## src/rtl/lu_pkg.sv

```systemverilog
// Shared definitions for the serial logic unit: op codes and FSM state encoding.
// Op codes are purely bitwise; no op carries between bit positions.
package lu_pkg;

   localparam logic [2:0] LU_AND    = 3'd0;
   localparam logic [2:0] LU_OR     = 3'd1;
   localparam logic [2:0] LU_XOR    = 3'd2;
   localparam logic [2:0] LU_NOR    = 3'd3;
   localparam logic [2:0] LU_NAND   = 3'd4;
   localparam logic [2:0] LU_XNOR   = 3'd5;
   localparam logic [2:0] LU_ANDN   = 3'd6;
   localparam logic [2:0] LU_PASS_A = 3'd7;

   typedef enum logic [1:0] {
      IDLE = 2'd0,
      BUSY = 2'd1,
      DONE = 2'd2
   } lu_state_t;

endpackage

```

## src/rtl/lu_slice.sv

```systemverilog
// Combinational slice of the logic unit: applies one bitwise op to SLICE bits.
// The top level reuses this single instance across cycles for every slice.
module lu_slice
   import lu_pkg::*;
#(
   parameter int SLICE = 4
) (
   input  logic [2:0]       op,
   input  logic [SLICE-1:0] a_slice,
   input  logic [SLICE-1:0] b_slice,
   output logic [SLICE-1:0] y_slice
);

   always_comb begin
      y_slice = '0;
      case (op)
         LU_AND:    y_slice = a_slice & b_slice;
         LU_OR:     y_slice = a_slice | b_slice;
         LU_XOR:    y_slice = a_slice ^ b_slice;
         LU_NOR:    y_slice = ~(a_slice | b_slice);
         LU_NAND:   y_slice = ~(a_slice & b_slice);
         LU_XNOR:   y_slice = ~(a_slice ^ b_slice);
         LU_ANDN:   y_slice = a_slice & ~b_slice;
         LU_PASS_A: y_slice = a_slice;
         default:   y_slice = '0;
      endcase
   end

endmodule

```

## src/rtl/lu_serial_param.sv

```systemverilog
// Multi-cycle parametrised logic unit: computes SLICE bits per cycle into a shadow
// register and publishes result/zero/parity only when every slice is complete.
module lu_serial_param
   import lu_pkg::*;
#(
   parameter int WIDTH = 16,
   parameter int SLICE = 4
) (
   input  logic             clk,
   input  logic             rst,
   input  logic             start,
   input  logic [2:0]       op,
   input  logic [WIDTH-1:0] a,
   input  logic [WIDTH-1:0] b,
   output logic             busy,
   output logic             done,
   output logic [WIDTH-1:0] result,
   output logic             zero,
   output logic             parity
);

   localparam int N  = WIDTH / SLICE;
   localparam int CW = (N > 1) ? $clog2(N) : 1;

   lu_state_t        state_q;
   logic [CW-1:0]    cnt_q;
   logic [2:0]       op_q;
   logic [WIDTH-1:0] a_q;
   logic [WIDTH-1:0] b_q;
   logic [WIDTH-1:0] shadow_q;
   logic [WIDTH-1:0] shadow_d;
   logic [WIDTH-1:0] result_q;
   logic             zero_q;
   logic             parity_q;
   logic             busy_q;
   logic             done_q;
   logic [SLICE-1:0] ySlice;
   logic             lastSlice;

   lu_slice #(.SLICE(SLICE)) u_slice (
      .op      (op_q),
      .a_slice (a_q[int'(cnt_q)*SLICE +: SLICE]),
      .b_slice (b_q[int'(cnt_q)*SLICE +: SLICE]),
      .y_slice (ySlice)
   );

   // The shadow with the current slice merged in, so the final slice can be published directly
   always_comb begin
      shadow_d = shadow_q;
      shadow_d[int'(cnt_q)*SLICE +: SLICE] = ySlice;
   end

   assign lastSlice = (cnt_q == CW'(N - 1));

   always_ff @(posedge clk) begin
      if (rst) begin
         state_q  <= IDLE;
         cnt_q    <= '0;
         op_q     <= '0;
         a_q      <= '0;
         b_q      <= '0;
         shadow_q <= '0;
         result_q <= '0;
         zero_q   <= 1'b0;
         parity_q <= 1'b0;
         busy_q   <= 1'b0;
         done_q   <= 1'b0;
      end else begin
         case (state_q)
            IDLE, DONE: begin
               done_q <= 1'b0;
               if (start) begin
                  op_q    <= op;
                  a_q     <= a;
                  b_q     <= b;
                  cnt_q   <= '0;
                  busy_q  <= 1'b1;
                  state_q <= BUSY;
               end else begin
                  busy_q  <= 1'b0;
                  state_q <= IDLE;
               end
            end
            BUSY: begin
               shadow_q <= shadow_d;
               if (lastSlice) begin
                  cnt_q    <= '0;
                  busy_q   <= 1'b0;
                  done_q   <= 1'b1;
                  result_q <= shadow_d;
                  zero_q   <= (shadow_d == '0);
                  parity_q <= ^shadow_d;
                  state_q  <= DONE;
               end else begin
                  cnt_q <= cnt_q + 1'b1;
               end
            end
            default: begin
               busy_q  <= 1'b0;
               done_q  <= 1'b0;
               state_q <= IDLE;
            end
         endcase
      end
   end

   assign busy   = busy_q;
   assign done   = done_q;
   assign result = result_q;
   assign zero   = zero_q;
   assign parity = parity_q;

endmodule

```

## config.mk

```make
export PLATFORM = sky130hd
export DESIGN_NAME = lu_serial_param
export DESIGN_NICKNAME = d
export VERILOG_FILES = /design/src/rtl/lu_pkg.sv /design/src/rtl/lu_slice.sv /design/src/rtl/lu_serial_param.sv
export SDC_FILE = /design/constraint.sdc
export NUM_CORES = 1
export LEC_CHECK = 0
export CAP_MARGIN = 25
export CORE_AREA = 3 3 87 89
export CTS_CLUSTER_SIZE = 25
export DETAILED_ROUTE_END_ITERATION = 16
export DIE_AREA = 0 0 90 92
export GPL_ROUTABILITY_DRIVEN = 0
export GPL_TIMING_DRIVEN = 0
export MAX_ROUTING_LAYER = met4
export PLACE_DENSITY = 0.89
export SLEW_MARGIN = 25
export SYNTH_ARGS = -nofsm -noshare
export SYNTH_HDL_FRONTEND = slang
export SYNTH_SLANG_ARGS = --single-unit
export TNS_END_PERCENT = 20
```

## constraint.sdc

```tcl
create_clock -name clk -period 8.2 [get_ports clk]
set_clock_uncertainty 0.2 [all_clocks]
set_input_delay 1.64 -clock clk [delete_from_list [all_inputs] [get_ports clk]]
set_output_delay 1.64 -clock clk [all_outputs]
set_load 0.1 [all_outputs]
```

==> results.txt, run 1 <==
run status - completed
row count - 30
Hold Path Sink - b_q[14]
RR Startpoint - cnt_q[0]
Total Neg Setup Slack - 0 ps
Peak VDD IR - 0.130 mV
initial drt markers - 323
register bit count reported by yosys - 74
final cell count without fillers - 643
area growth from synthesis to layout - 23.4%
top library cells by usage in the layout, fill and taps aside - nand2_1 (92), dfxtp_1 (74), clkdlybuf4s50_1 (56)
number of instances in the synthesized netlist - 475
first-pass GRT wire length - 17500 um
Clock Tree Root - clkbuf_8
WS Path Type - flop to flop
Critical path destination - parity
deepest clock path buffer count - 2
synth warn - 0
number of gates resized after CTS - 0
antenna diode count - 0
net total in the final layout - 606
endpoint of the lowest-slack register-to-register path - parity
clk slew on worst S/H paths - 80 ps
Init Core Util - 59.1%
CTS sink count - 74
most instantiated flip-flop cell in the synthesis netlist - dfxtp_1
wire length per cell after detailed routing - 16.9 um
reg-to-reg slack, setup - 4130 ps
router iterations before antenna repair - 5
clock latency of the later-clocked register in the worst-skew pair - 360 ps
num ports - 58
min-delay src - b_q[14]
power density cells - 185 nW/um^2
Lkg Pwr - 0.00197 uW
Crit-path slowest cell - mux4_2
Critical Path Start Type - flop
upper clock frequency limit - 246 MHz
endpoints failing hold - 0
CTS Hold Buffers Added - 0
relative slew slack - 35.2%
total DRC errors in the routed layout - 0
maximum level of the CTS H-tree - 3
initial antenna violation count - 0
final total power - 921 uW
max-cap violations - 0
number of flops mapped to enable cells by yosys - 0
number of global-route vias before repair - 3723
Cells on Worst Hold Path - 2
placed instance count - 627
worst min-delay path class - flop to flop
share of flip-flops with an asynchronous set or reset - 0%
Critical Path Fanout Max - 10
Util after Layout - 72.9%
top logic cell by instance count in the layout - nand2_1
clock period minus final worst setup slack - 4070 ps
pin count of the biggest net entering global routing - 14
transition time at the pin with the least slew margin - 970 ps
Tool Warnings - 39
## run 1: cells by family (layout without fill, tap and decap cells)
kind of cell	Yosys count	in the layout	share of synthesized area [%]
simple gates	183	183	21.9
xor+xnor	10	10	2.17
flops	74	74	36.7
buf+inv	48	120	5.55
fa+ha+maj	26	26	8.06
compound gates	123	123	20.6
mux	11	11	4.99
## run 1: stage by stage
stage,area [sq um],setup slack (ps),hold slack [ps]
floorplan,4040,4710,232
global placement,4720,4420,238
detailed placement,4720,4280,247
CTS,4980,4210,258
global route,4980,3940,284
finish,4980,4130,258
## run 1: worst max-delay path, delay by kind of cell (launching register included)
kind            cells  cell delay, ps
buf+inv             3             540
flops               1             410
xor+xnor            3             500
mux                 2             870
simple gates        1             170
compound gates      4             770
fa+ha+maj           2             510
## run 1: sequential cells by signal, summed over array words and instances (netlist names)
signal,cells
shadow_q,16
a_q,16
done,1
parity,1
state_q,2
b_q,16
result,16
op_q,3
cnt_q,2
zero,1
## run 1: cells in the mapped netlist, types with 2 or more instances
cell / count / area share, %
and2_1: 7 / 1.1
mux4_2: 7 / 3.9
o31ai_2: 2 / 0.62
a21oi_1: 55 / 6.8
nand2b_1: 11 / 1.7
and4bb_2: 3 / 0.93
inv_1: 13 / 1.2
buf_1: 3 / 0.28
o21ai_1: 7 / 0.87
nor3_1: 5 / 0.62
dfxtp_1: 74 / 37
nand3_1: 2 / 0.25
o32a_1: 2 / 0.50
o21ai_2: 2 / 0.43
a2bb2oi_1: 4 / 0.87
o311ai_4: 2 / 1.3
o21bai_1: 2 / 0.37
buf_6: 3 / 0.84
a32o_1: 12 / 3.0
a211o_1: 8 / 1.7
mux2_2: 2 / 0.56
o21ai_0: 15 / 1.9
nor2b_1: 15 / 2.3
buf_4: 3 / 0.56
buf_2: 8 / 0.99
nor2_1: 20 / 1.9
xnor2_1: 8 / 1.7
and3_1: 19 / 2.9
nand4_1: 3 / 0.47
ha_1: 26 / 8.1
xor2_1: 2 / 0.43
clkbuf_1: 18 / 1.7
nand2_2: 2 / 0.31
o2bb2ai_1: 2 / 0.43
a31oi_1: 7 / 1.1
nand2_1: 92 / 8.6
## run 1: where the power goes
| part | internal (uW) | switching [uW] |
|---|---|---|
| clock network | 235 | 149 |
| logic | 68.4 | 90.5 |
| registers | 371 | 7.30 |
| total | 675 | 247 |
## run 1: routing by layer
| layer | track usage, % | routed length (um) |
|---|---|---|
| met1 | 33.6 | 4760 |
| met2 | 43.8 | 5200 |
| met3 | 5.17 | 661 |
| met4 | 11.1 | 231 |
| met5 | - | 0 |
## run 1: area by class of cell
class	instances	area, sq um
Timing Repair Buffer	56	561
Multi-Input combinational cell	353	2330
Sequential cell	74	1480
Clock inverter	6	138
Tap cell	96	120
Buffer	35	175
Fill cell	510	1850
Clock buffer	10	128
Inverter	13	48.8
**Run 1: pin placement**

Pins as bars across the die edge, other pins in grey.
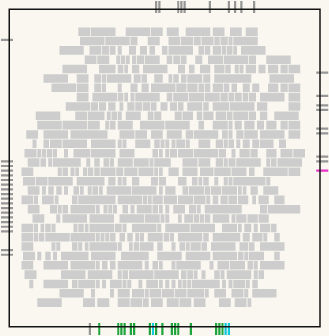
Key: cyan = op [pins 3, direction input, edge south]; green = a [pins 16, direction input, edge south]; magenta = zero [pins 1, direction output, edge east]
number of buffer cells added on primary ports: 56
die extent in x: 90 um
Die Span Y: 92 um

**Run 1: routed metal, one colour a layer**

Only two layers are drawn.
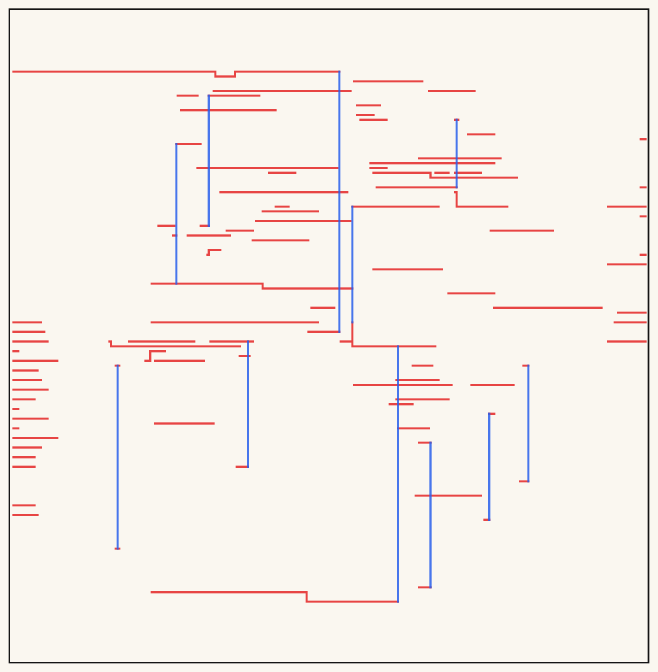
Key: red = met3 [wire length 661 um]; blue = met4 [wire length 232 um]
Via Count: 3831
Routed Wire Length: 10900 um

**Run 1: signal wires on met3**

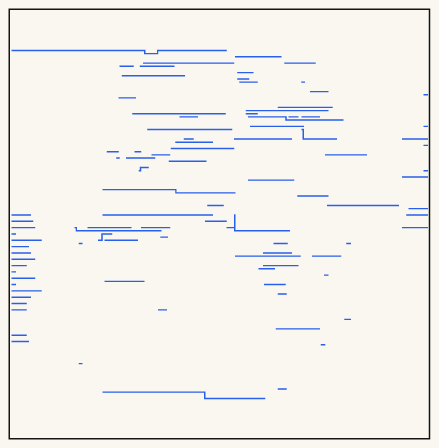
76 nets have wire on it. The layer carries 661 um of wire.
met3 track demand over resource in global routing: 5.17%

**Run 1: sequential cells grouped by signal name**

Other sequential cells in the stronger grey, the rest of the logic in the fainter grey.
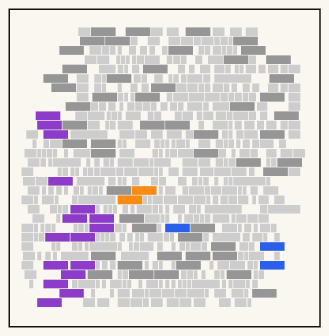

==> run 2: changes to the inputs <==
CORE_AREA = 3 3 90 92   (was 3 3 87 89)
DIE_AREA = 0 0 93 95   (was 0 0 90 92)
PLACE_DENSITY = 0.84   (was 0.89)
clock period = 3.8 ns   (was 8.2 ns; I/O delays follow)
**Run 2: sequential cells grouped by signal name**

Other sequential cells in the stronger grey, the rest of the logic in the fainter grey.
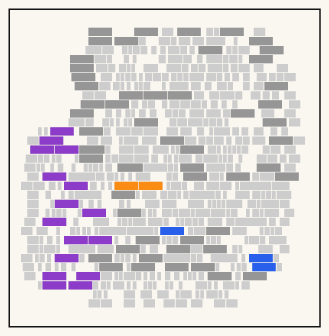
Key: blue = op_q [sequential cells 3]; purple = b_q [sequential cells 16]; orange = state_q [sequential cells 2]
Util after Layout: 68.3%
seq pwr: 817 uW
sequential portion of the cell area: 29.8%
Sequential cell area: 1480 sq um

**Run 2: signal wires on met3**

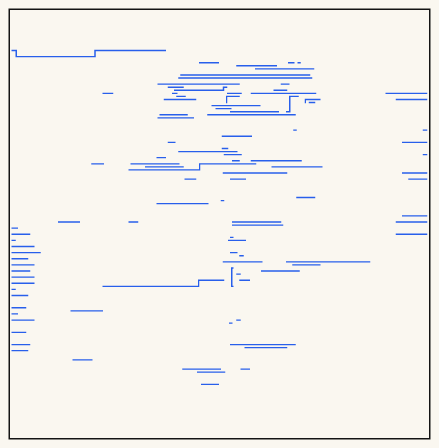
The wires run mostly horizontal. The longest straight run is 29.4 um. The layer holds 6.6% of the routed length. 79 nets have wire on it.
Routed Wire Length: 10300 um
Via Count: 3738

==> run 2 against run 1 <==
Sequential power increased by 120%. Highest routed layer unchanged. Clock power increased by 45%. Largest power group is now registers. Flip-flop count unchanged. Total power increased by 87%. Area after synthesis unchanged.
==> results.txt, run 2 <==
Non-Filler Cell Area, Final - 4980 sq um (about the same)
initial drt markers - 319 (-1.2%)
register bit count reported by yosys - 74 (unchanged)
final cell count without fillers - 647 (+0.62%)
number of instances in the synthesized netlist - 475 (unchanged)
run status - completed
pre-CTS setup slack - -168 ps (-4450 ps)
maximum level of the CTS H-tree - 3 (unchanged)
Yosys top cell by area - dfxtp_1
initial antenna violation count - 0 (unchanged)
clock period minus final worst setup slack - 3660 ps (-407 ps)
antenna diode count - 0 (unchanged)
share of flip-flops with an asynchronous set or reset - 0% (unchanged)
simple-gate share of the synthesized area - 21.9% (unchanged)
top logic cell by instance count in the layout - nand2_1
top library cells by usage in the layout, fill and taps aside - nand2_1 (92), dfxtp_1 (72), clkdlybuf4s50_1 (56)
placed instance count - 630 (+0.48%)
clk slew on worst S/H paths - 80 ps (about the same)
Critical Path Start Type - flop
list of most frequent post-synthesis cells - nand2_1 (92), dfxtp_1 (74), a21oi_1 (55), ha_1 (26), nor2_1 (20)
net total in the final layout - 607 (+0.17%)
multiplexer fraction of the synthesized cell area - 4.99% (unchanged)
Tool Warnings - 39 (unchanged)
num ports - 58 (unchanged)
WS Path Type - flop to flop
CTS sink count - 74 (unchanged)
pin count of the biggest net entering global routing - 17 (+3)
area growth from synthesis to layout - 23.4% (about the same)
clock latency of the later-clocked register in the worst-skew pair - 350 ps (about the same)
die extent in x - 93 um (+3.3%)
wire length per cell after detailed routing - 15.9 um (-5.9%)
cell with the most instances after synthesis - nand2_1
router iterations before antenna repair - 6 (+1)
power density cells - 346 nW/um^2 (+87%)
upper clock frequency limit - 273 MHz (+11%)
top cells by area in the synthesized netlist - dfxtp_1 (37%), nand2_1 (8.6%), ha_1 (8.1%)
first-pass GRT wire length - 16900 um (-3.4%)
share of the synthesized area in the top cell type - 36.7% (unchanged)
share of synthesized cell area in and-or and or-and compound cells - 20.6% (unchanged)
Lkg Pwr - 0.00194 uW (-1.4%)
endpoints failing hold - 0 (unchanged)
Dominant comb cell - simple AND/OR/NAND/NOR gates
total DRC errors in the routed layout - 0 (unchanged)
most instantiated flip-flop cell in the synthesis netlist - dfxtp_1
synth warn - 0 (unchanged)
final total power - 1720 uW (+87%)
Init Core Util - 55.4% (-3.7 points)
relative slew slack - 34.2% (-0.97 points)
adder-cell share of the synthesized area - 8.06% (unchanged)
## run 2: power breakdown
| group | leakage, uW | switching, uW | internal (uW) |
|---|---|---|---|
| sequential | 0.000603 | 15.4 | 802 |
| combinational | 0.00125 | 196 | 156 |
| clock | 0.0000860 | 315 | 240 |
| total | 0.00194 | 527 | 1200 |
## run 2: per-layer routing
layer	wire length [um]	vias to the layer above	track usage, %
li1	-	1801	-
met1	4580	1746	32.7
met2	4820	164	38.6
met3	675	27	4.22
met4	208	0	9.77
met5	0	-	-
## run 2: through the flow
step	util (%)	hold WS [ps]
final	68.3	258
after detailed placement	64.7	248
after global routing	68.3	278
after floorplan	-	232
after CTS	67.1	259
after global placement	64.7	238
## run 2: worst paths after layout
check | startpoint | slack, ps | end | cells after the start
worst max-delay path | cnt_q[0] | 140 | parity | 14
worst min-delay path | b_q[12] | 260 | b_q[12] | 2
worst max register to register | cnt_q[0] | 140 | parity | 14
worst min register to register | b_q[12] | 260 | b_q[12] | 2
## run 2: worst max-delay path: stages, from the launching register on
cell and delay (ps):
dfxtp_2 380, buf_12 170, mux4_2 540, inv_1 100, ha_1 260, mux2_1 310, a21oi_1 190, a31oi_2 110
o21ai_1 240, and2_1 160, ha_1 230, xnor2_1 180, xnor2_1 160, xnor2_1 110, a211oi_1 240
## run 2: area by class of cell
| cell class | instances | area (sq um) |
|---|---|---|
| fill | 610 | 2310 |
| inverter | 13 | 48.8 |
| clock buffer | 9 | 124 |
| clock inverter | 7 | 51.3 |
| buffer | 34 | 181 |
| multi-input combinational | 353 | 2390 |
| timing repair buffer | 58 | 576 |
| tap | 99 | 124 |
| sequential | 74 | 1480 |
## run 2: kinds of logic after synthesis
group,after synthesis
AND-OR/OR-AND,123
multiplexers,11
XOR/XNOR,10
buffers and inverters,48
AND/OR/NAND/NOR,183
adder cells (fa/ha/maj),26
flip-flops,74
## run 2: repair_timing
| item | in CTS | in global routing |
|---|---|---|
| gates resized | 0 | 16 |
| setup endpoints to repair | 1 | 1 |
| setup buffers | 0 | 2 |
| pin swaps | 0 | 3 |
Power is estimated from default activity; no workload was simulated.
